## src/rtl/aha_reset_sequencer.sv

```systemverilog
// rtl/aha_reset_sequencer.sv - staggered boot reset release and per-domain warm-reset sequencer
// All outputs are registered because DOMAIN_RESETn_REQ and DOMAIN_CLKEN cross into other clock domains.
module aha_reset_sequencer #(
  parameter int NUM_DOMAINS    = 2,
  parameter int HOLD_CYCLES    = 16,
  parameter int STAGGER_CYCLES = 8,
  parameter int GATE_CYCLES    = 4,
  parameter int CNT_W          = 8
) (
  input  logic                   CLK,
  input  logic                   RESETn,
  input  logic [NUM_DOMAINS-1:0] SW_RST_REQ,
  output logic [NUM_DOMAINS-1:0] SW_RST_ACK,
  output logic [NUM_DOMAINS-1:0] DOMAIN_RESETn_REQ,
  output logic [NUM_DOMAINS-1:0] DOMAIN_CLKEN,
  output logic                   SEQ_DONE,
  output logic                   BUSY
);

  localparam int IDX_W  = (NUM_DOMAINS > 1) ? $clog2(NUM_DOMAINS) : 1;
  localparam int BIDX_W = $clog2(NUM_DOMAINS + 1);

  localparam logic [CNT_W-1:0]  HOLD_LD  = CNT_W'(HOLD_CYCLES - 1);
  localparam logic [CNT_W-1:0]  STAG_LD  = CNT_W'(STAGGER_CYCLES - 1);
  localparam logic [CNT_W-1:0]  GATE_LD  = CNT_W'(GATE_CYCLES - 1);
  localparam logic [BIDX_W-1:0] BOOT_END = BIDX_W'(NUM_DOMAINS);

  typedef enum logic [2:0] {
    ST_BOOT,
    ST_IDLE,
    ST_GATE,
    ST_HOLD,
    ST_SETTLE,
    ST_FINISH,
    ST_ACK
  } state_t;

  state_t                 state, state_nxt;
  logic [CNT_W-1:0]       cnt, cnt_nxt;
  logic [IDX_W-1:0]       idx, idx_nxt;
  logic [BIDX_W-1:0]      boot_idx, boot_idx_nxt;
  logic [NUM_DOMAINS-1:0] rstn_nxt, clken_nxt, ack_nxt;
  logic                   done_nxt;

  logic [NUM_DOMAINS-1:0] pend, grant_oh, idx_oh, boot_oh;
  logic [IDX_W-1:0]       grant_idx;
  logic                   req_cur;

  assign pend     = SW_RST_REQ & ~SW_RST_ACK;
  // Isolate the lowest set bit: lowest index has fixed priority.
  assign grant_oh = pend & ~(pend - 1'b1);
  assign req_cur  = |(SW_RST_REQ & idx_oh);

  always_comb begin
    grant_idx = '0;
    idx_oh    = '0;
    boot_oh   = '0;
    for (int k = 0; k < NUM_DOMAINS; k++) begin
      if (grant_oh[k]) grant_idx = IDX_W'(k);
      if (IDX_W'(k) == idx) idx_oh[k] = 1'b1;
      if (BIDX_W'(k) == boot_idx) boot_oh[k] = 1'b1;
    end
  end

  always_comb begin
    state_nxt    = state;
    cnt_nxt      = cnt;
    idx_nxt      = idx;
    boot_idx_nxt = boot_idx;
    rstn_nxt     = DOMAIN_RESETn_REQ;
    clken_nxt    = DOMAIN_CLKEN;
    ack_nxt      = SW_RST_ACK;
    done_nxt     = SEQ_DONE;
    if (cnt != '0) cnt_nxt = cnt - 1'b1;

    case (state)
      ST_BOOT: begin
        if (cnt == '0) begin
          if (boot_idx == BOOT_END) begin
            done_nxt  = 1'b1;
            state_nxt = ST_IDLE;
          end else begin
            rstn_nxt     = DOMAIN_RESETn_REQ | boot_oh;
            boot_idx_nxt = boot_idx + 1'b1;
            cnt_nxt      = STAG_LD;
          end
        end
      end
      ST_IDLE: begin
        if (pend != '0) begin
          idx_nxt   = grant_idx;
          clken_nxt = DOMAIN_CLKEN & ~grant_oh;
          cnt_nxt   = GATE_LD;
          state_nxt = ST_GATE;
        end
      end
      ST_GATE: begin
        if (cnt == '0) begin
          rstn_nxt  = DOMAIN_RESETn_REQ & ~idx_oh;
          cnt_nxt   = HOLD_LD;
          state_nxt = ST_HOLD;
        end
      end
      ST_HOLD: begin
        if (cnt == '0) begin
          rstn_nxt  = DOMAIN_RESETn_REQ | idx_oh;
          cnt_nxt   = STAG_LD;
          state_nxt = ST_SETTLE;
        end
      end
      ST_SETTLE: begin
        if (cnt == '0) begin
          clken_nxt = DOMAIN_CLKEN | idx_oh;
          state_nxt = ST_FINISH;
        end
      end
      ST_FINISH: begin
        // A request dropped mid-sequence still gets the full pulse, but no ACK.
        if (req_cur) begin
          ack_nxt   = SW_RST_ACK | idx_oh;
          state_nxt = ST_ACK;
        end else begin
          state_nxt = ST_IDLE;
        end
      end
      ST_ACK: begin
        if (!req_cur) begin
          ack_nxt   = SW_RST_ACK & ~idx_oh;
          state_nxt = ST_IDLE;
        end
      end
      default: state_nxt = ST_IDLE;
    endcase
  end

  always_ff @(posedge CLK or negedge RESETn) begin
    if (!RESETn) begin
      state             <= ST_BOOT;
      cnt               <= HOLD_LD;
      idx               <= '0;
      boot_idx          <= '0;
      DOMAIN_RESETn_REQ <= '0;
      DOMAIN_CLKEN      <= '1;
      SW_RST_ACK        <= '0;
      SEQ_DONE          <= 1'b0;
      BUSY              <= 1'b1;
    end else begin
      state             <= state_nxt;
      cnt               <= cnt_nxt;
      idx               <= idx_nxt;
      boot_idx          <= boot_idx_nxt;
      DOMAIN_RESETn_REQ <= rstn_nxt;
      DOMAIN_CLKEN      <= clken_nxt;
      SW_RST_ACK        <= ack_nxt;
      SEQ_DONE          <= done_nxt;
      BUSY              <= (state_nxt != ST_IDLE);
    end
  end

endmodule

```

## config.mk

```make
export PLATFORM = sky130hd
export DESIGN_NAME = aha_reset_sequencer
export DESIGN_NICKNAME = d
export VERILOG_FILES = /design/src/rtl/aha_reset_sequencer.sv
export SDC_FILE = /design/constraint.sdc
export NUM_CORES = 1
export LEC_CHECK = 0
export CORE_MARGIN = 3
export CORE_UTILIZATION = 58
export CTS_CLUSTER_DIAMETER = 80
export DETAILED_ROUTE_END_ITERATION = 12
export PLACE_DENSITY = 0.91
export SLEW_MARGIN = 20
export SYNTH_ARGS = -nofsm -noshare
export SYNTH_HDL_FRONTEND = slang
export SYNTH_SLANG_ARGS = --single-unit
```

## constraint.sdc

```tcl
create_clock -name CLK -period 3.7 [get_ports CLK]
set_clock_uncertainty 0.05 [all_clocks]
set_input_delay 0.555 -clock CLK [delete_from_list [all_inputs] [get_ports CLK]]
set_output_delay 0.555 -clock CLK [all_outputs]
set_load 0.01 [all_outputs]
```

**Run 1: power grid**

Bar = 20 um. Pins as bars on the die edge. Tap cells in grey.
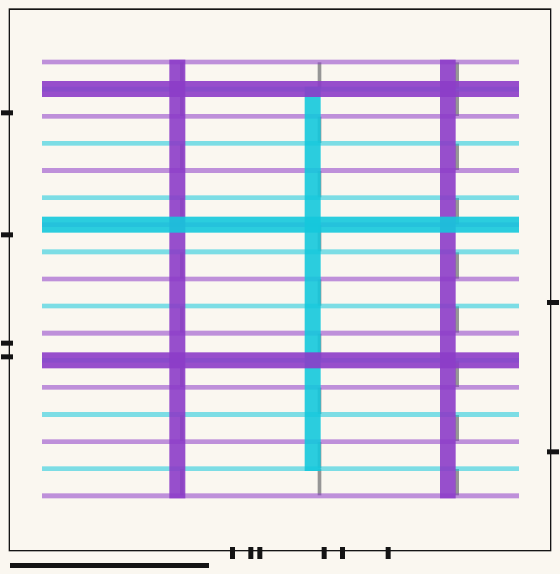
VSS: shown in purple. VDD: shown in cyan.
12 signal pins sit on the boundary. 3 straps on met4.

**Run 1: I/O nets highlighted**

Bar = 20 um.
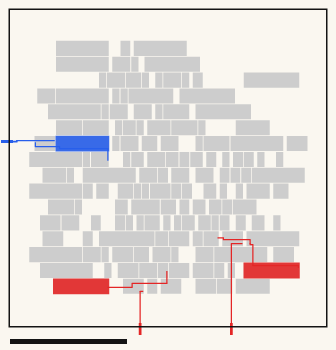
SEQ_DONE: shown in blue, bits 1, direction output, edge left, end cells 1, buffers 1, wire 22.8 um. DOMAIN_CLKEN: shown in red, bits 2, direction output, edge bottom, end cells 2, buffers 2, wire 53.4 um.

**Run 1: placement density heat map**

Bar = 20 um. 11 x 11 tiles, from white (low) to dark blue (high), 0 to 100% covered.
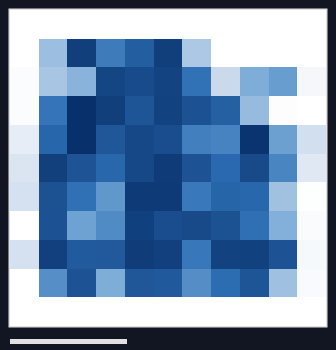
The densest ninth of the die: middle. The mean over all tiles is 50%. 28% of the tiles are nearly empty.

==> results.json, run 1 <==
{
  "logic_family": "AND-OR/OR-AND gates",
  "grt_max_degree": 23,
  "cts_inserted_buffers": 3,
  "synth-simple-area-share": 0.171,
  "gr-usage-met3": 0.0471,
  "dr_wl_met2_um": 1470,
  "routabilityCongestion": 0.891,
  "synth_area_sq_um": 1350,
  "fin_nets": 161,
  "post-dp-hpwl_um": 2120,
  "hold_path_startpoint": "SEQ_DONE",
  "sh_seq_area": 0.376,
  "min_to": "SEQ_DONE",
  "h-tree-depth": 1,
  "met3_wirelength_um": 221,
  "p_clk_frac": 0.132,
  "final-setup-viol-count": 0,
  "ant_nets": 0,
  "synthXorXnorAreaFrac": 0.0390,
  "die_w_um": 54.2,
  "fp_util": 0.647,
  "cp.required_ps": 3900,
  "layout.area.comb_sq_um": 717,
  "p_seq_uw": 472,
  "flop-count": 22,
  "cts_resized": 0,
  "tritoncts": "yes",
  "critPathLaunchType": "flop",
  "wl_per_cell_um": 17.6,
  "inverters": 8,
  "criticalPathCategory": "reg2reg",
  "p_int_uw": 584,
  "rrSetupSlack_ps": 1540,
  "ys_sh_aoi": 0.227,
  "m1WireLength_um": 1310,
  "status": "finished, final reports clean",
  "yosys.cell_types.count": 43,
  "r2r_start": "cnt[5]",
  "power_density_nw_per_um2": 693,
  "layout_top_cells": "nor2_1, dfrtp_1, nand2_1",
  "synth_cells": 143,
  "clock_sinks": 22,
  "regToRegEndpoint": "cnt[0]",
  "logic_gates": 105,
  "top_area_cell": "dfrtp_1",
  "hold_viol_final": 0,
  "clockRootBuffer": "clkbuf_4",
  "std_cell_rows": 16,
  "synth_adder_area_share": 0.0558,
  "cts_hold_buf": 0,
  "pre_cts_ws_ps": 1600,
  "cap_violations": 0,
  "grt_pass1_vias": 1147,
  "post-route-min-period_ps": 2160,
  "swShare": 0.434,
  "p_comb_frac": 0.410,
  "area_leaders": "dfrtp_1, dfstp_2, ha_1, nor2_1, o21ai_0",
  "async_flop_share": 1.00,
  "hold_path_class": "reg2reg",
  "dr.max_layer_used": "met4",
  "die_y_um": 54.2,
  "top_area_frac": 0.279,
  "clkbuf_count": 4,
  "vdd_ir_drop_max_mv": 0.411,
  "worstPathMaxFanout": 9,
  "grtUsageMet1": 0.343,
  "fillers": 162,
  "comb_share": 0.482,
  "utilization": 0.715,
  "clk_share": 0.0244,
  "clock_latency_ps": 310,
  "n_all_buffers": 11,
  "antenna_found_initial": 0,
  "leakage_nw": 0.591,
  "post_cts_buffers": 0,
  "biggestCellCategory": "multi-input combinational cells",
  "dr.pass1.iters": 4,
  "place_inst": 173,
  "whs_path_depth": 1,
  "finalMaxSlewViolations": 0,
  "most_common_cell": "nor2_1",
  "num_vias": 1173,
  "seqPwrFrac": 0.457,
  "viasPerCell": 6.63,
  "ys_sh_mux": 0.0400,
  "ys_warn_count": 0,
  "dpl_cell_area_sq_um": 1450,
  "p_switching_uw": 447,
  "warnings": 29,
  "rsz0062_at_grt": "no",
  "clockBufferDepth": 2,
  "drt_iter0_markers": 61,
  "avgSynthCellArea_sq_um": 9.41,
  "grt_usage": 0.256,
  "hold_ws_ps": 449,
  "yosys_area_sq_um": 1350,
  "io_buffers": 11,
  "grt.overflow.total": 0,
  "drc": 0,
  "synth_seq_share": 0.415,
  "flop_cell": "dfrtp_1",
  "instances_no_fill": 177,
  "fin_crit_sh": 0.584,
  "pg_clk_uw": 137,
  "flop_area_sq_um": 559,
  "routed_wl_um": 3120,
  "finalSetupTns_ps": 0,
  "grt_pass1_wl_um": 5420,
  "worstMarginPinSlew_ps": 956,
  "reg2reg_depth": 6,
  "coreArea_sq_um": 2080,
  "synth.net_count": 153,
  "end_kind": "flop",
  "chipArea_sq_um": 2940,
  "slew_headroom": 0.361,
  "fin_ws_ps": 1540,
  "diodes": 0,
  "ys_seq_elements": 22,
  "power_mw": 1.03,
  "num_io_pins": 12,
  "p_comb_uw": 423,
  "taps": 27,
  "yosys-top-cells-count": "nor2_1, dfrtp_1, nand2_1",
  "arrival_ps": 2360,
  "yosys_cells": 143,
  "final_layout_size_suffix_gt1_frac": 0.133,
  "power_leader": "registers",
  "syn2layout_area_growth_pct": 10.6,
  "buf_share": 0.0739,
  "finalInstanceArea_sq_um": 1490,
  "use_met2": 0.392
}
==> run 1: critical path: stages (launching register included) <==
cell and delay (ps):
dfrtp_1 450, nor4_4 500, and3_1 440, inv_4 110
ha_1 310, o221ai_1 170, nand2_1 80
==> run 1: how the worst max path moves through the flow <==
| stage | start | end | depth (start not counted) |
|---|---|---|---|
| finish | cnt[5] | cnt[0] | 6 |
| global route | cnt[5] | cnt[0] | 6 |
| CTS | cnt[5] | cnt[0] | 6 |
| detailed placement | cnt[5] | cnt[0] | 6 |
| global placement | cnt[5] | cnt[0] | 6 |
| floorplan | cnt[5] | cnt[0] | 7 |
==> run 1: flip-flops by register name, indices dropped and copies added (netlist names), named ones only <==
register           count
cnt                    8
idx                    1
state                  3
boot_idx               2
DOMAIN_CLKEN           2
SEQ_DONE               1
DOMAIN_RESETn_REQ      2
BUSY                   1
**Run 1: sequential cells coloured by netlist name**

Bar = 20 um. Other sequential cells in the stronger grey, the rest of the logic in the fainter grey.
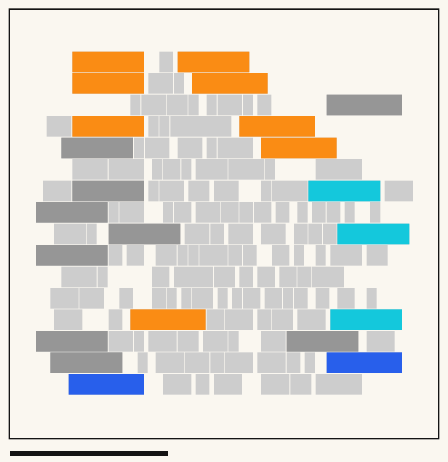

==> inputs of run 2 (changes only) <==
--- a/config.mk
+++ b/config.mk
@@ -6,10 +6,10 @@
 export NUM_CORES = 1
 export LEC_CHECK = 0
 export CORE_MARGIN = 3
-export CORE_UTILIZATION = 58
+export CORE_UTILIZATION = 56
 export CTS_CLUSTER_DIAMETER = 80
 export DETAILED_ROUTE_END_ITERATION = 12
-export PLACE_DENSITY = 0.91
+export PLACE_DENSITY = 0.89
 export SLEW_MARGIN = 20
 export SYNTH_ARGS = -nofsm -noshare
 export SYNTH_HDL_FRONTEND = slang
==> constraint.sdc (replaced) <==
create_clock -name CLK -period 2.2 [get_ports CLK]
set_clock_uncertainty 0.05 [all_clocks]
set_input_delay 0.33 -clock CLK [delete_from_list [all_inputs] [get_ports CLK]]
set_output_delay 0.33 -clock CLK [all_outputs]
set_load 0.01 [all_outputs]
**Run 2: sequential cells coloured by netlist name**

Bar = 20 um. Other sequential cells in the stronger grey, the rest of the logic in the fainter grey.
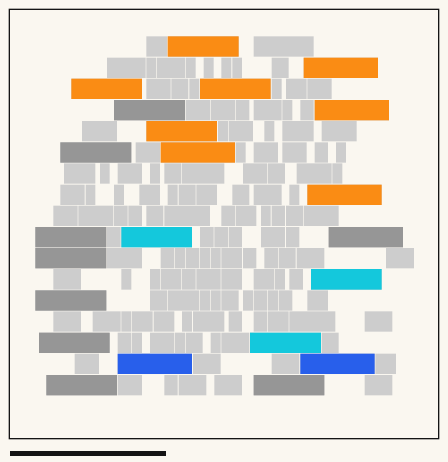
state: shown in cyan, sequential cells 3. DOMAIN_CLKEN: shown in blue, sequential cells 2. cnt: shown in orange, sequential cells 8, where top middle.
Another 9 sequential cells are not coloured.

**Run 2: I/O nets highlighted**

Bar = 20 um.
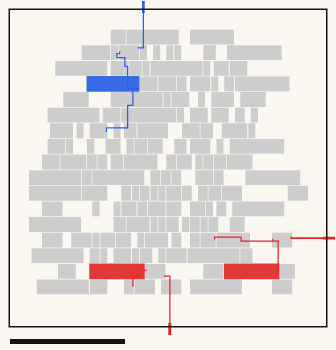
DOMAIN_CLKEN: shown in red, bits 2, direction output, edge 1 bottom, 1 right, end cells 2, buffers 2, wire 36.2 um. SEQ_DONE: shown in blue, bits 1, direction output, edge top, end cells 1, buffers 1, wire 29.9 um.

**Run 2: placement density heat map**

Bar = 20 um. 11 x 11 tiles, from white (low) to dark blue (high), 0 to 100% covered.
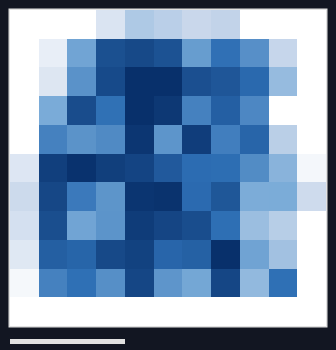
The mean over all tiles is 50%. 24% of the tiles are nearly empty. The fullest tile reaches 100%. The densest ninth of the die: middle. 34% of the tiles are over 75% full.

==> run 2 against run 1 <==
  * Combinational power is 79% higher
  * Sequential power increased by about 60%
  * Maximum frequency up 8.3%
==> results.json, run 2 <==
{
  "layout_top_cells": "nor2_1, dfrtp_1, nand2_1",
  "flop_cell": "dfrtp_1",
  "rsz0062_at_grt": "no",
  "vdd_ir_drop_max_mv": 0.683,
  "max_stage_delay_ps": 570,
  "routed_wl_um": 3050,
  "hold_viol_final": 0,
  "logic_family": "AND-OR/OR-AND gates",
  "avgSynthCellArea_sq_um": 9.41,
  "leakage_nw": 0.618,
  "final_layout_size_suffix_gt1_frac": 0.168,
  "biggestCellCategory": "multi-input combinational cells",
  "viasPerCell": 6.37,
  "cts_resized": 0,
  "yosys_cells": 143,
  "crit_slowest_cell": "dfstp_2",
  "p_clk_frac": 0.135,
  "ant_nets": 0,
  "synthXorXnorAreaFrac": 0.0390,
  "synth_adder_area_share": 0.0558,
  "largest_reg_flops": 8,
  "critPathLaunchType": "flop",
  "io_buffers": 11,
  "finalMaxSlewViolations": 0,
  "syn2layout_area_growth_pct": 13.9,
  "worstMarginPinSlew_ps": 503,
  "clk_share": 0.0237,
  "fillers": 181,
  "h-tree-depth": 1,
  "cts_inserted_buffers": 3,
  "most_common_cell": "nor2_1",
  "pg_clk_uw": 236,
  "yosys.cell_types.count": 43,
  "end_kind": "flop",
  "seqPwrFrac": 0.432,
  "taps": 28,
  "swShare": 0.418,
  "grt_pass1_vias": 1169,
  "dr.pass1.iters": 4,
  "status": "finished, final reports clean",
  "fp_util": 0.597,
  "grtUsageMet1": 0.316,
  "post-dp-hpwl_um": 2260,
  "clkbuf_count": 4,
  "synth-simple-area-share": 0.171,
  "fin_crit_sh": 0.907,
  "criticalPathCategory": "reg2reg",
  "yosys_area_sq_um": 1350,
  "inverters": 8,
  "met3_wirelength_um": 224,
  "p_int_mw": 1.02,
  "drt_iter0_markers": 54,
  "top_area_cell": "dfrtp_1",
  "num_vias": 1165,
  "cts_hold_buf": 0,
  "die_y_um": 55.0,
  "std_cell_rows": 17,
  "chipArea_sq_um": 3030,
  "use_met2": 0.396,
  "warnings": 29,
  "grt_pass1_wl_um": 5290,
  "p_comb_frac": 0.433,
  "ys_seq_elements": 22,
  "flop_area_sq_um": 559,
  "cap_violations": 0,
  "p_switching_uw": 731,
  "hold_path_class": "in2async",
  "num_io_pins": 12,
  "cp_num_buf_inv": 1,
  "routabilityCongestion": 0.878,
  "coreArea_sq_um": 2250,
  "m1WireLength_um": 1270,
  "rrSetupSlack_ps": 210,
  "cp.required_ps": 2420,
  "dr.max_layer_used": "met4",
  "wl_per_cell_um": 16.7,
  "reg_top3": "cnt: 8 flops, state: 3 flops",
  "ys_sh_mux": 0.0400,
  "regToRegEndpoint": "cnt[3]",
  "power_leader": "combinational cells",
  "reg2reg_depth": 6,
  "post_cts_buffers": 0,
  "synth_cells": 143,
  "slew_headroom": 0.665,
  "finalSetupTns_ps": 0,
  "async_flop_share": 1.00,
  "arrival_ps": 2220,
  "clockRootBuffer": "clkbuf_4",
  "grt_usage": 0.247,
  "drc": 0,
  "crit_family": "AND-OR/OR-AND gates",
  "p_comb_uw": 757,
  "ys_warn_count": 0,
  "grt_max_degree": 23,
  "layout.area.comb_sq_um": 723,
  "gr-usage-met3": 0.0563,
  "tritoncts": "yes",
  "synth.net_count": 153,
  "power_mw": 1.75,
  "fin_nets": 166,
  "antenna_found_initial": 0,
  "clockBufferDepth": 2,
  "buf_share": 0.0962,
  "comb_share": 0.471,
  "diodes": 0,
  "n_all_buffers": 16,
  "grt.overflow.total": 0,
  "worstPathMaxFanout": 4,
  "regMostFlops": "cnt",
  "sh_seq_area": 0.365,
  "top_area_frac": 0.279,
  "final-setup-viol-count": 0,
  "r2r_start": "cnt[0]",
  "ys_sh_aoi": 0.227,
  "synth_area_sq_um": 1350,
  "flop-count": 22
}
-- run 2: how the worst max path moves through the flow --
stage / slack (ps) / cells after the start / from / to
after floorplan: 380 / 7 / cnt[5] / cnt[0]
after global placement: 190 / 6 / cnt[0] / state[0]
after detailed placement: 180 / 6 / cnt[0] / cnt[3]
after CTS: 120 / 6 / cnt[0] / cnt[3]
after global routing: 80 / 6 / cnt[0] / cnt[3]
final: 210 / 6 / cnt[0] / cnt[3]
-- run 2: per-stage QoR --
step                setup WS (ps)   util  hold WS (ps)  cell area (sq um)  instances
floorplan                     379      -         -15.6               1350        143
global placement              186  0.661           418               1490        179
detailed placement            177  0.661           431               1490        179
CTS                           116  0.678           298               1530        183
global route                 76.8  0.680           308               1530        183
finish                        205  0.680           275               1530        183
**Run 2: placement view**

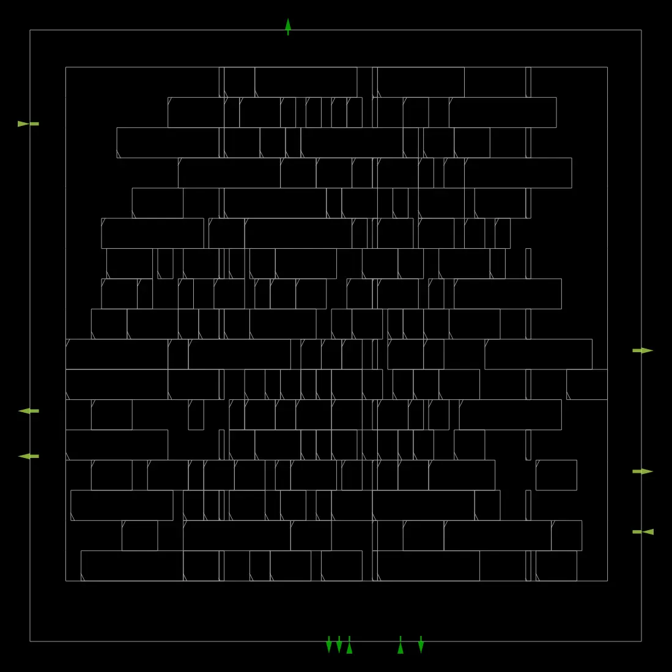

==> inputs of run 3 (changes only) <==
--- a/config.mk
+++ b/config.mk
@@ -10,6 +10,7 @@
 export CTS_CLUSTER_DIAMETER = 80
 export DETAILED_ROUTE_END_ITERATION = 12
 export PLACE_DENSITY = 0.89
+export RECOVER_POWER = 100
 export SLEW_MARGIN = 20
 export SYNTH_ARGS = -nofsm -noshare
 export SYNTH_HDL_FRONTEND = slang
**Run 3: placement view**

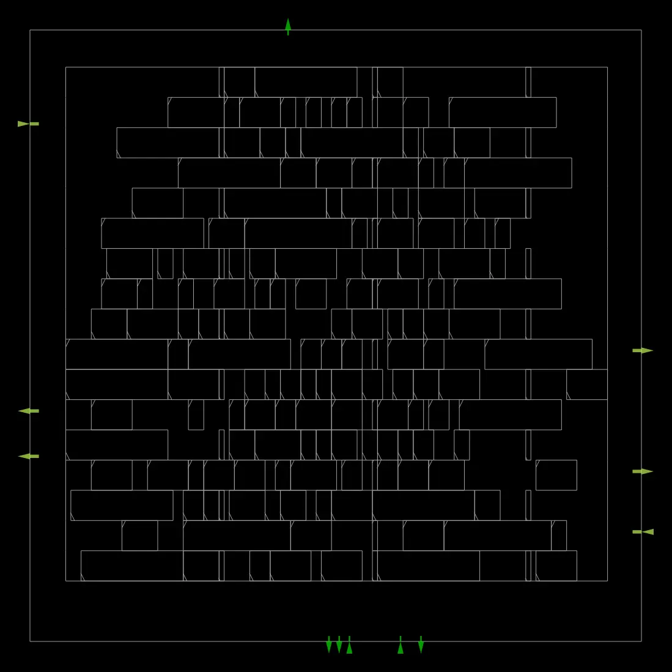
core area: 2250 sq um
seq_cells: 22
tally of filler cells in the layout: 186

**Run 3: sequential cells coloured by netlist name**

Bar = 20 um. Other sequential cells in the stronger grey, the rest of the logic in the fainter grey.
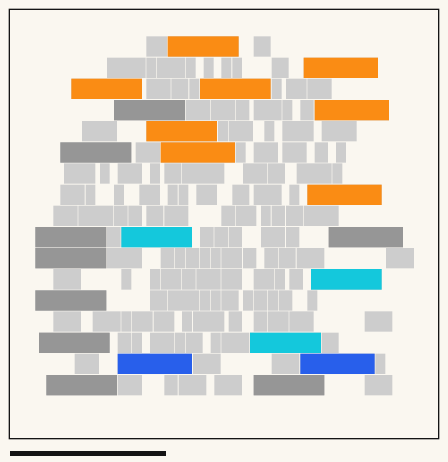
fin util: 0.663
register area: 559 sq um
Seq power: 733 uW
flop share of the area: 0.374

**Run 3: power grid**

Bar = 20 um. Pins as bars on the die edge. Tap cells in grey.
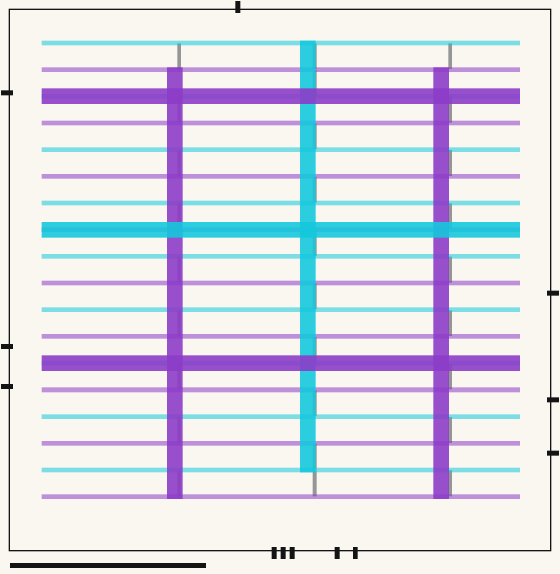
VSS: shown in purple. VDD: shown in cyan.
28 tap cells. 12 signal pins sit on the boundary. 3 straps on met5.

==> run 3 against run 2 <==
  * Combinational power fell by 4.1%
  * Final cell count stayed put
  * Largest cell class unchanged
  * Hold slack better by 170 ps
  * Clock power shrank 2%
  * Power down 3.3%
==> results.json, run 3 <==
{
  "grt_pass1_vias": 1169,
  "drc": 0,
  "slew_headroom": 0.239,
  "cts_inserted_buffers": 3,
  "grt.overflow.total": 0,
  "dr.pass1.iters": 5,
  "synth.net_count": 153,
  "swShare": 0.415,
  "ys_sh_aoi": 0.227,
  "area_leaders": "dfrtp_1, dfstp_2, ha_1, nor2_1, o21ai_0",
  "m1WireLength_um": 1230,
  "cap_violations": 0,
  "async_flop_share": 1.00,
  "crit_chain": "inv_1 > ha_1 > nor4b_2 > and2_1 > o311ai_1 > o211a_1",
  "fin_nets": 166,
  "min_to": "DOMAIN_CLKEN[1]",
  "antenna_found_initial": 0,
  "r2r_start": "cnt[0]",
  "die_w_um": 55.0,
  "rrSetupSlack_ps": 170,
  "reg_top3": "cnt: 8 flops, state: 3 flops",
  "fp_util": 0.597,
  "reg2reg_depth": 6,
  "gr-usage-met3": 0.0563,
  "clockRootBuffer": "clkbuf_4",
  "post-route-min-period_ps": 2030,
  "p_int_uw": 988,
  "num_vias": 1201,
  "ys_seq_elements": 22,
  "whs_path_depth": 2,
  "p_comb_uw": 726,
  "clock_latency_ps": 320,
  "regToRegEndpoint": "cnt[3]",
  "cp-endpoint": "cnt[3]",
  "status": "finished, final reports clean",
  "power_density_nw_per_um2": 1130,
  "synth_area_sq_um": 1350,
  "use_met2": 0.396,
  "finalInstanceArea_sq_um": 1490,
  "grtUsageMet1": 0.316,
  "power_mw": 1.69,
  "vdd_ir_drop_max_mv": 0.671,
  "h-tree-depth": 1,
  "logic_family": "AND-OR/OR-AND gates",
  "most_common_cell": "nor2_1",
  "synth_cells": 143,
  "wl_per_cell_um": 16.7,
  "ant_nets": 0,
  "end_kind": "flop",
  "io_buffers": 11,
  "pg_clk_uw": 231,
  "warnings": 29,
  "layout_top_cells": "nor2_1, dfrtp_1, nand2_1",
  "synth-simple-area-share": 0.171,
  "fin_crit_sh": 0.922,
  "pre_cts_ws_ps": 177,
  "met3_wirelength_um": 241,
  "routabilityCongestion": 0.878,
  "post_cts_buffers": 0,
  "cp.required_ps": 2420,
  "crit_start": "cnt[0]",
  "hold_path_startpoint": "DOMAIN_CLKEN[1]",
  "p_comb_frac": 0.430,
  "hold_viol_final": 0,
  "criticalPathCategory": "reg2reg"
}
-- run 3: worst max-delay path: cells and delay by family, from the launching register on --
family	cells	cell delay, ps
AND-OR/OR-AND	2	630
adder cells (fa/ha/maj)	1	240
buffers and inverters	1	80
flip-flops	1	570
AND/OR/NAND/NOR	2	400
-- run 3: final cells by class --
| cell class | instances | area, sq um | area share |
|---|---|---|---|
| clock buffer | 4 | 36.3 | 0.0243 |
| inverter | 8 | 32.5 | 0.0218 |
| multi-input combinational | 105 | 691 | 0.462 |
| sequential | 22 | 559 | 0.374 |
| tap | 28 | 35.0 | 0.0235 |
| timing repair buffer | 16 | 140 | 0.0938 |
-- run 3: what timing repair did --
action                     in CTS  in global routing
hold buffers                    0                  0
resized                         0                  2
setup endpoints to repair       0                  2
No activity file was given, so power comes from the tool's default toggle rates.
